File: config.mk
export PLATFORM = sky130hd
export DESIGN_NAME = pipe_ctrl
export DESIGN_NICKNAME = d
export VERILOG_FILES = /design/src/rtl/pipe_ctrl.sv
export SDC_FILE = /design/constraint.sdc
export NUM_CORES = 1
export LEC_CHECK = 0
export CAP_MARGIN = 25
export CORE_ASPECT_RATIO = 0.5
export CORE_MARGIN = 2
export CORE_UTILIZATION = 50
export CTS_CLUSTER_DIAMETER = 30
export DETAILED_ROUTE_END_ITERATION = 8
export GPL_ROUTABILITY_DRIVEN = 0
export PLACE_DENSITY = 0.8
export SLEW_MARGIN = 20
export SYNTH_ARGS = -nofsm -noshare
export SYNTH_HDL_FRONTEND = slang
export SYNTH_SLANG_ARGS = --single-unit
File: constraint.sdc
create_clock -name clk -period 2 [get_ports clk]
set_input_delay 0.3 -clock clk [delete_from_list [all_inputs] [get_ports clk]]
set_output_delay 0.3 -clock clk [all_outputs]
set_load 0.005 [all_outputs]
File: src/rtl/pipe_ctrl.sv
// rtl/pipe_ctrl.sv - RV32I 5-stage pipeline control: decode, forwarding, load-use stall, branch flush
// Optional PIPE_CTRL_PERF_EN adds stall_cnt/flush_cnt event counters.
module pipe_ctrl #(
    parameter logic [31:0] NOP_INST = 32'h00000013
) (
    input  logic        clk,
    input  logic        reset,
    input  logic [31:0] inst_d,
    input  logic        BrEq,
    input  logic        BrLt,
    output logic [3:0]  ALUSel,
    output logic        ASel,
    output logic        BSel,
    output logic        BrUn,
    output logic [1:0]  fwd_a,
    output logic [1:0]  fwd_b,
    output logic        stall,
    output logic        flush,
    output logic        PCSel,
    output logic        MemRW,
    output logic        RegWEn,
    output logic [1:0]  WBSel,
`ifdef PIPE_CTRL_PERF_EN
    output logic [4:0]  rd_w,
    output logic [31:0] stall_cnt,
    output logic [31:0] flush_cnt
`else
    output logic [4:0]  rd_w
`endif
);

    localparam logic [6:0] OP_R      = 7'b0110011;
    localparam logic [6:0] OP_IALU   = 7'b0010011;
    localparam logic [6:0] OP_LOAD   = 7'b0000011;
    localparam logic [6:0] OP_STORE  = 7'b0100011;
    localparam logic [6:0] OP_BRANCH = 7'b1100011;
    localparam logic [6:0] OP_JAL    = 7'b1101111;
    localparam logic [6:0] OP_JALR   = 7'b1100111;
    localparam logic [6:0] OP_LUI    = 7'b0110111;
    localparam logic [6:0] OP_AUIPC  = 7'b0010111;

    localparam logic [3:0] ALU_ADD   = 4'd0;
    localparam logic [3:0] ALU_SUB   = 4'd1;
    localparam logic [3:0] ALU_SLL   = 4'd2;
    localparam logic [3:0] ALU_SLT   = 4'd3;
    localparam logic [3:0] ALU_SLTU  = 4'd4;
    localparam logic [3:0] ALU_XOR   = 4'd5;
    localparam logic [3:0] ALU_SRL   = 4'd6;
    localparam logic [3:0] ALU_SRA   = 4'd7;
    localparam logic [3:0] ALU_OR    = 4'd8;
    localparam logic [3:0] ALU_AND   = 4'd9;
    localparam logic [3:0] ALU_PASSB = 4'd10;

    localparam logic [1:0] WB_MEM = 2'd0;
    localparam logic [1:0] WB_ALU = 2'd1;
    localparam logic [1:0] WB_PC4 = 2'd2;

    localparam logic [1:0] FWD_RF = 2'd0;
    localparam logic [1:0] FWD_M  = 2'd1;
    localparam logic [1:0] FWD_W  = 2'd2;

    function automatic logic writes_rd(input logic [6:0] op);
        case (op)
            OP_R, OP_IALU, OP_LOAD, OP_LUI, OP_AUIPC, OP_JAL, OP_JALR: writes_rd = 1'b1;
            default:                                                    writes_rd = 1'b0;
        endcase
    endfunction

    function automatic logic reads_rs1(input logic [6:0] op);
        case (op)
            OP_R, OP_IALU, OP_LOAD, OP_STORE, OP_BRANCH, OP_JALR: reads_rs1 = 1'b1;
            default:                                              reads_rs1 = 1'b0;
        endcase
    endfunction

    function automatic logic reads_rs2(input logic [6:0] op);
        case (op)
            OP_R, OP_STORE, OP_BRANCH: reads_rs2 = 1'b1;
            default:                   reads_rs2 = 1'b0;
        endcase
    endfunction

    // alt is instr[30]: selects SUB (R-type only) and SRA (R and I shifts)
    function automatic logic [3:0] alu_op(input logic [2:0] f3, input logic alt, input logic is_r);
        case (f3)
            3'b000:  alu_op = (is_r && alt) ? ALU_SUB : ALU_ADD;
            3'b001:  alu_op = ALU_SLL;
            3'b010:  alu_op = ALU_SLT;
            3'b011:  alu_op = ALU_SLTU;
            3'b100:  alu_op = ALU_XOR;
            3'b101:  alu_op = alt ? ALU_SRA : ALU_SRL;
            3'b110:  alu_op = ALU_OR;
            default: alu_op = ALU_AND;
        endcase
    endfunction

    function automatic logic [1:0] fwd_sel(input logic [4:0] src, input logic used,
                                           input logic wr_m, input logic [4:0] rd_m,
                                           input logic wr_w, input logic [4:0] rd_wb);
        if (used && wr_m && rd_m != 5'd0 && rd_m == src)
            fwd_sel = FWD_M;
        else if (used && wr_w && rd_wb != 5'd0 && rd_wb == src)
            fwd_sel = FWD_W;
        else
            fwd_sel = FWD_RF;
    endfunction

    logic [31:0] inst_x, inst_m, inst_w;

    logic [6:0] op_d, op_x, op_m, op_w;
    logic [4:0] rs1_d, rs2_d, rs1_x, rs2_x, rd_x, rd_m;
    logic [2:0] f3_x;
    logic       taken, load_use;

    assign op_d  = inst_d[6:0];
    assign rs1_d = inst_d[19:15];
    assign rs2_d = inst_d[24:20];
    assign op_x  = inst_x[6:0];
    assign rd_x  = inst_x[11:7];
    assign f3_x  = inst_x[14:12];
    assign rs1_x = inst_x[19:15];
    assign rs2_x = inst_x[24:20];
    assign op_m  = inst_m[6:0];
    assign rd_m  = inst_m[11:7];
    assign op_w  = inst_w[6:0];

    logic unused_bits;
    assign unused_bits = ^{inst_d[31:25], inst_d[14:7], inst_x[31], inst_x[29:25],
                           inst_m[31:12], inst_w[31:12]};

    always_ff @(posedge clk) begin
        if (reset) begin
            inst_x <= NOP_INST;
            inst_m <= NOP_INST;
            inst_w <= NOP_INST;
        end else begin
            inst_x <= (taken || stall) ? NOP_INST : inst_d;
            inst_m <= inst_x;
            inst_w <= inst_m;
        end
    end

    always_comb begin
        ALUSel = ALU_ADD;
        ASel   = 1'b1;
        BSel   = 1'b0;
        BrUn   = 1'b0;
        case (op_x)
            OP_R: begin
                BSel   = 1'b1;
                ALUSel = alu_op(f3_x, inst_x[30], 1'b1);
            end
            OP_IALU:       ALUSel = alu_op(f3_x, inst_x[30], 1'b0);
            OP_LUI:        ALUSel = ALU_PASSB;
            OP_AUIPC,
            OP_JAL:        ASel = 1'b0;
            OP_BRANCH: begin
                ASel = 1'b0;
                BrUn = (f3_x[2:1] == 2'b11);
            end
            default: ;
        endcase
    end

    always_comb begin
        fwd_a = fwd_sel(rs1_x, reads_rs1(op_x), writes_rd(op_m), rd_m, writes_rd(op_w), rd_w);
        fwd_b = fwd_sel(rs2_x, reads_rs2(op_x), writes_rd(op_m), rd_m, writes_rd(op_w), rd_w);
    end

    always_comb begin
        taken = 1'b0;
        case (op_x)
            OP_JAL, OP_JALR: taken = 1'b1;
            OP_BRANCH: begin
                case (f3_x)
                    3'b000:         taken = BrEq;
                    3'b001:         taken = !BrEq;
                    3'b100, 3'b110: taken = BrLt;
                    3'b101, 3'b111: taken = !BrLt;
                    default:        taken = 1'b0;
                endcase
            end
            default: ;
        endcase
    end

    // A taken branch discards the D instruction, so it overrides the load-use stall
    assign load_use = (op_x == OP_LOAD) && (rd_x != 5'd0) &&
                      ((reads_rs1(op_d) && rs1_d == rd_x) || (reads_rs2(op_d) && rs2_d == rd_x));
    assign stall  = load_use && !taken;
    assign flush  = taken;
    assign PCSel  = taken;

    assign MemRW  = (op_m == OP_STORE);
    assign RegWEn = writes_rd(op_w);
    assign rd_w   = inst_w[11:7];

    always_comb begin
        case (op_w)
            OP_LOAD:         WBSel = WB_MEM;
            OP_JAL, OP_JALR: WBSel = WB_PC4;
            default:         WBSel = WB_ALU;
        endcase
    end

`ifdef PIPE_CTRL_PERF_EN
    always_ff @(posedge clk) begin
        if (reset) begin
            stall_cnt <= 32'd0;
            flush_cnt <= 32'd0;
        end else begin
            if (stall) stall_cnt <= stall_cnt + 32'd1;
            if (flush) flush_cnt <= flush_cnt + 32'd1;
        end
    end
`endif

endmodule

==> flow_summary.yaml, run 1 <==
# implementation run metrics
global_route:
  use_met3_pct: 5.36
  grt_most_used_layer: "met2"
  grt_pass1_vias: 2036
  track_usage_pct: 21.8
  grt_use_met1_pct: 26.3
  gr-total-overflow: 0
sta:
  setup_slack_ns: -0.0502
  slew_violations: 0
  fin_crit_sh_pct: 103
  worstMarginPinSlew_ns: 0.394
  hold_violations: 0
  rsz0062_at_grt: "yes"
  min_period_ns: 2.05
  setup_viol: 3
outcome:
  violations: "negative setup slack"
  status: "complete, but fails checks"
logic_synthesis:
  yosys-top-cells-count: "dfxtp_1, inv_1, xor2_1"
  enable_flop_cells: 0
  synth_warnings: 0
  syn_inst: 268
  synth_seq_share_pct: 39.7
  top_cells_by_area: "dfxtp_1, a211oi_2, xor2_1, nor2b_1, inv_1"
  most_common_cell: "dfxtp_1"
  async_reset_ff_share_pct: 0
  numSynthFlops: 50
  ys_types: 48
  syn_area_per_cell_um2: 9.42
  syn-num-nets: 304
  syn-cell-area_mm2: 0.00252
  ys_cells: 268
  yosysTopAreaCellShare_pct: 39.7
  ff_type: "dfxtp_1"
placement:
  dp_hpwl_um: 4350
floorplan:
  coreArea_mm2: 0.00489
  dieWidth_um: 104
  row_count: 18
  die_h_um: 54.2
  io_pins: 59
  dieArea_mm2: 0.00567
clocking:
  clk_pin_slew_ns: 0.08
  cts_resized: 60
  htreeDepth: 2
  cts_setup_buffers: 4
  cts_sinks: 50
  cts.hold.buffers_added: 0
  cts_buffers: 5
  cts-root-buf: "clkbuf_8"
layout:
  antenna_cells: 0
  stdcell_count: 418
  lay_top_cells: "clkdlybuf4s50_1, dfxtp_1, buf_4"
  logic_area_mm2: 0.00140
  nFillCells: 366
  drive_gt1_share_pct: 33.9
  lay_top_count: "clkdlybuf4s50_1"
detailed_routing:
  top_layer: "met4"
  wl_met3_um: 401
  wl_per_cell_um: 14.1
  wl_met2_um: 2830
  wirelength_met1_um: 2630
  ant_nets: 0
  drc_errors: 0
  routed_wl_um: 5910
  drtIter0Drc: 76
  num_vias: 2121
  firstDrtPassIters: 4
critical_path:
  cp.required_ns: 1.70
  cp-start-kind: "flop"
  worst_setup_path_end_kind: "output pin"
  arrival_ns: 1.75
  critPathMaxStageDelay_ns: 0.54
  crit_family: "simple AND/OR/NAND/NOR gates"
  critPathKind: "reg2out"
  worst-path-stages: 5
  reg2reg_setup_slack_ns: 0.28
job:
  warnings: 34
hold_path:
  hold_class: "reg2reg"
power_and_ir_drop:
  p_leak_nw: 1.53
  ir_drop_mv: 0.322
  power_density_mw_per_mm2: 630
  finalPower_mw: 2.19
run 1: per-stage QoR:
stage	utilization (%)	setup TNS (ns)	area, um^2	hold slack, ns	setup WS, ns
floorplan	-	0	2520	0.372	0.280
global placement	66.8	-1.33	3260	0.450	-0.304
detailed placement	66.8	-1.56	3260	0.455	-0.329
CTS	70.8	-0.351	3460	0.494	-0.113
global route	71.1	-0.330	3480	0.511	-0.114
finish	71.1	-0.0963	3480	0.497	-0.0502
run 1: path summary, 6_finish.rpt:
check / start / end
worst max-delay path: inst_m[11]$_SDFF_PP0_ / fwd_b[1]
worst min-delay path: inst_m[3]$_SDFF_PP0_ / inst_w[3]$_SDFF_PP0_
worst max register to register: inst_x[9]$_SDFF_PP0_ / inst_x[4]$_SDFF_PP1_
worst min register to register: inst_m[3]$_SDFF_PP0_ / inst_w[3]$_SDFF_PP0_
run 1: where the power goes:
| group | internal (mW) | total, mW | switching [mW] | leakage [nW] |
|---|---|---|---|---|
| clock network | 0.374 | 0.697 | 0.323 | 0.0524 |
| logic | 0.225 | 0.399 | 0.175 | 1.06 |
| registers | 1.04 | 1.09 | 0.0503 | 0.415 |
run 1: state kept, by name, indices dropped and copies added, names as in the netlist:
name    flops
inst_w     12
inst_x     26
inst_m     12
run 1: layout make-up:
type,instances,share of cell area (%)
Clock buffer,7,2.20
Clock inverter,1,0.864
Inverter,27,2.91
Multi-Input combinational cell,174,40.2
Sequential cell,50,29.3
Tap cell,70,2.52
Timing Repair Buffer,89,22.0
run 1: logic make-up (layout without fill, tap and decap cells):
kind of cell | count (synthesis) | count (layout) | synth area share [%]
simple gates | 95 | 95 | 21.3
buf+inv | 44 | 124 | 9.37
mux | 2 | 2 | 0.843
compound gates | 44 | 44 | 17.4
flops | 50 | 50 | 39.7
xor+xnor | 33 | 33 | 11.5
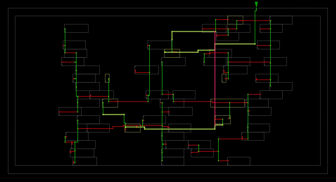
run_1/final_clocks.png
clk latency late pin: 0.31 ns
clock network power: 0.697 mW
Clock Skew: 0.00517 ns
clkbuf count: 7

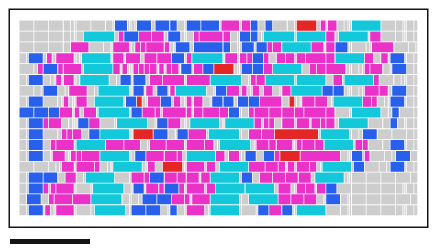
run_1/cell_classes.png
Scale bar: 20 um. Fill, decap, tap and diode cells in grey.
class	colour	cells	share of their area
all other logic	magenta	201	44%
flip-flops	cyan	50	30%
other buffers and delay cells	blue	89	23%
clock drivers and dummy loads	red	8	3.1%

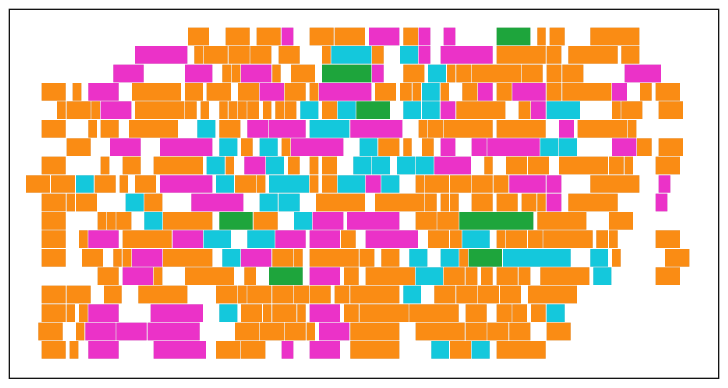
run_1/drive_strength.png
size	colour	cells
drive 2	magenta	64
drive 1 or less	orange	230
drive 6 and up	green	7
drive 3 to 4	cyan	47

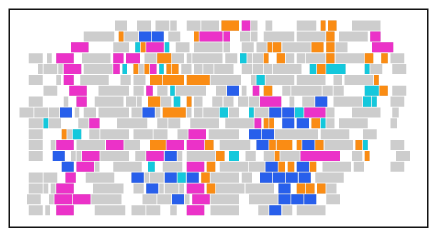
run_1/gate_families.png
family	colour	cells
XOR/XNOR gates	blue	33
inverting AOI/OAI gates	magenta	40
NAND gates	cyan	24
NOR gates	orange	54

--- run 2 (diff from run 1) ---
--- a/config.mk
+++ b/config.mk
@@ -12,6 +12,7 @@
 export CTS_CLUSTER_DIAMETER = 30
 export DETAILED_ROUTE_END_ITERATION = 8
 export GPL_ROUTABILITY_DRIVEN = 0
+export MAX_ROUTING_LAYER = met4
 export PLACE_DENSITY = 0.8
 export SLEW_MARGIN = 20
 export SYNTH_ARGS = -nofsm -noshare
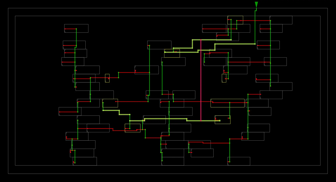
run_2/final_clocks.png
CTS Buf Count: 5
sinks on the clock net: 50
Clock Skew: 0.00848 ns

==> run 2 against run 1 <==
The run still ends with negative setup slack left. Largest power group unchanged. Critical path depth unchanged. Worst setup slack about the same. Flip-flop count stayed put. Clock skew rose by 0.0033 ns. Die size unchanged. Critical path type unchanged. Combinational power about the same. Maximum frequency is essentially flat. Utilization unchanged. Sequential share of layout area stayed put. Clock-buffer cell count did not move. Synthesized cell count stayed put.
==> flow_summary.yaml, run 2 <==
# implementation run metrics
outcome:
  status: "complete, but fails checks"
  violations: "negative setup slack"
logic_synthesis:
  ys_cells: 268
  numSynthFlops: 50
  async_reset_ff_share_pct: 0
  ys_types: 48
  synth_warnings: 0
  syn-cell-area_mm2: 0.00252
  most_common_cell: "dfxtp_1"
  syn-num-nets: 304
  enable_flop_cells: 0
power_and_ir_drop:
  p_leak_nw: 1.53
  switching_power_mw: 0.553
  pwr-share-comb_pct: 18.2
  ir_drop_mv: 0.323
  seqPwrFrac_pct: 49.8
  netSwitchingFraction_pct: 25.2
  finalPower_mw: 2.20
  p_clk_share_pct: 32.0
layout:
  logic_area_mm2: 0.00140
  regMostFlops: "inst_x"
  nFillCells: 366
  antenna_cells: 0
  drive_gt1_share_pct: 33.9
  lay_top_cells: "clkdlybuf4s50_1, dfxtp_1, buf_4"
  stdcell_count: 418
  lay_top_count: "clkdlybuf4s50_1"
  largest_reg_flops: 26
clocking:
  cts_setup_buffers: 4
  clock.latency.late_pin_ns: 0.31
  clk_pin_slew_ns: 0.08
  cts-root-buf: "clkbuf_8"
  htreeDepth: 2
  cts.hold.buffers_added: 0
detailed_routing:
  routed_wl_um: 5910
  wl_met2_um: 2800
  top_layer: "met4"
  wl_per_cell_um: 14.1
  num_vias: 2136
  drtIter0Drc: 77
  wl_met3_um: 345
global_route:
  use_met3_pct: 4.64
  gr-total-overflow: 0
  track_usage_pct: 22.4
sta:
  setup_slack_ns: -0.0501
  rsz0062_at_grt: "yes"
  hold_violations: 0
  setup_viol: 3
  slew_violations: 0
critical_path:
  r2r_start: "inst_x[9]$_SDFF_PP0_"
  crit_family: "simple AND/OR/NAND/NOR gates"
  arrival_ns: 1.75
  cp-start-kind: "flop"
  cp.required_ns: 1.70
  critPathMaxStageDelay_ns: 0.54
  worst_setup_path_end_kind: "output pin"
  r2r_end: "inst_x[4]$_SDFF_PP1_"
job:
  warnings: 34
floorplan:
  dieWidth_um: 104
  coreArea_mm2: 0.00489
hold_path:
  min_delay_worst_endpoint: "inst_w[3]$_SDFF_PP0_"
  hold_class: "reg2reg"
placement:
  dp_hpwl_um: 4350
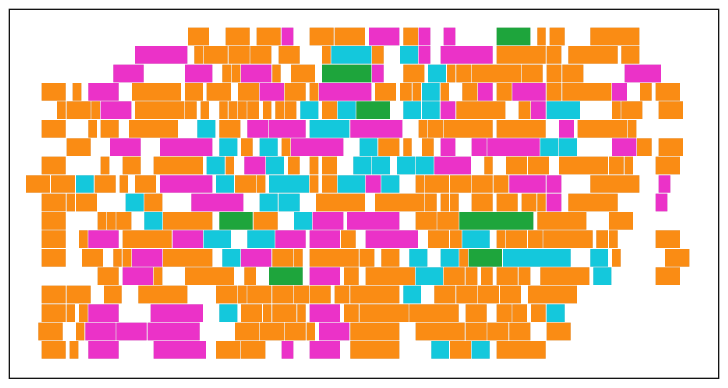
run_2/drive_strength.png
size	colour	cells
drive 3 to 4	cyan	47
drive 2	magenta	64
drive 6 and up	green	7
drive 1 or less	orange	230

run 2: per-stage QoR:
stage / setup slack (ns) / instance area (um^2) / utilization, % / TNS (ns)
after floorplan: 0.280 / 2520 / - / 0
after global placement: -0.304 / 3260 / 66.8 / -1.33
after detailed placement: -0.329 / 3260 / 66.8 / -1.56
after CTS: -0.113 / 3460 / 70.8 / -0.351
after global routing: -0.110 / 3480 / 71.1 / -0.312
final: -0.0501 / 3480 / 71.1 / -0.0947
run 2: kinds of logic after synthesis:
kind of cell	after synthesis	share of synthesized area, %
AND/OR/NAND/NOR	95	21.3
AND-OR/OR-AND	44	17.4
multiplexers	2	0.843
XOR/XNOR	33	11.5
flip-flops	50	39.7
buffers and inverters	44	9.37
run 2: layout make-up:
type,instances,share of cell area [%]
Inverter,27,2.91
Clock buffer,7,2.20
Tap cell,70,2.52
Timing Repair Buffer,89,22.0
Sequential cell,50,29.3
Multi-Input combinational cell,174,40.2
Clock inverter,1,0.864
run 2: power groups by stage:
stage | clock network [mW] | logic (mW) | registers (mW)
floorplan | 0 | 0.203 | 1.10
global placement | 0 | 0.357 | 1.10
detailed placement | 0 | 0.366 | 1.11
CTS | 0.698 | 0.393 | 1.09
global route | 0.746 | 0.435 | 1.10
finish | 0.703 | 0.399 | 1.09
run 2: worst max path at each step:
stage | start | end | slack, ns | depth (start not counted)
floorplan | inst_x[2]$_SDFF_PP0_ | stall | 0.28 | 5
global placement | inst_d[0] | stall | -0.30 | 6
detailed placement | inst_d[0] | stall | -0.33 | 6
CTS | inst_m[11]$_SDFF_PP0_ | fwd_b[1] | -0.11 | 5
global route | inst_m[11]$_SDFF_PP0_ | fwd_a[1] | -0.11 | 5
finish | inst_m[11]$_SDFF_PP0_ | fwd_b[1] | -0.05 | 5
Power is estimated from default activity; no workload was simulated.
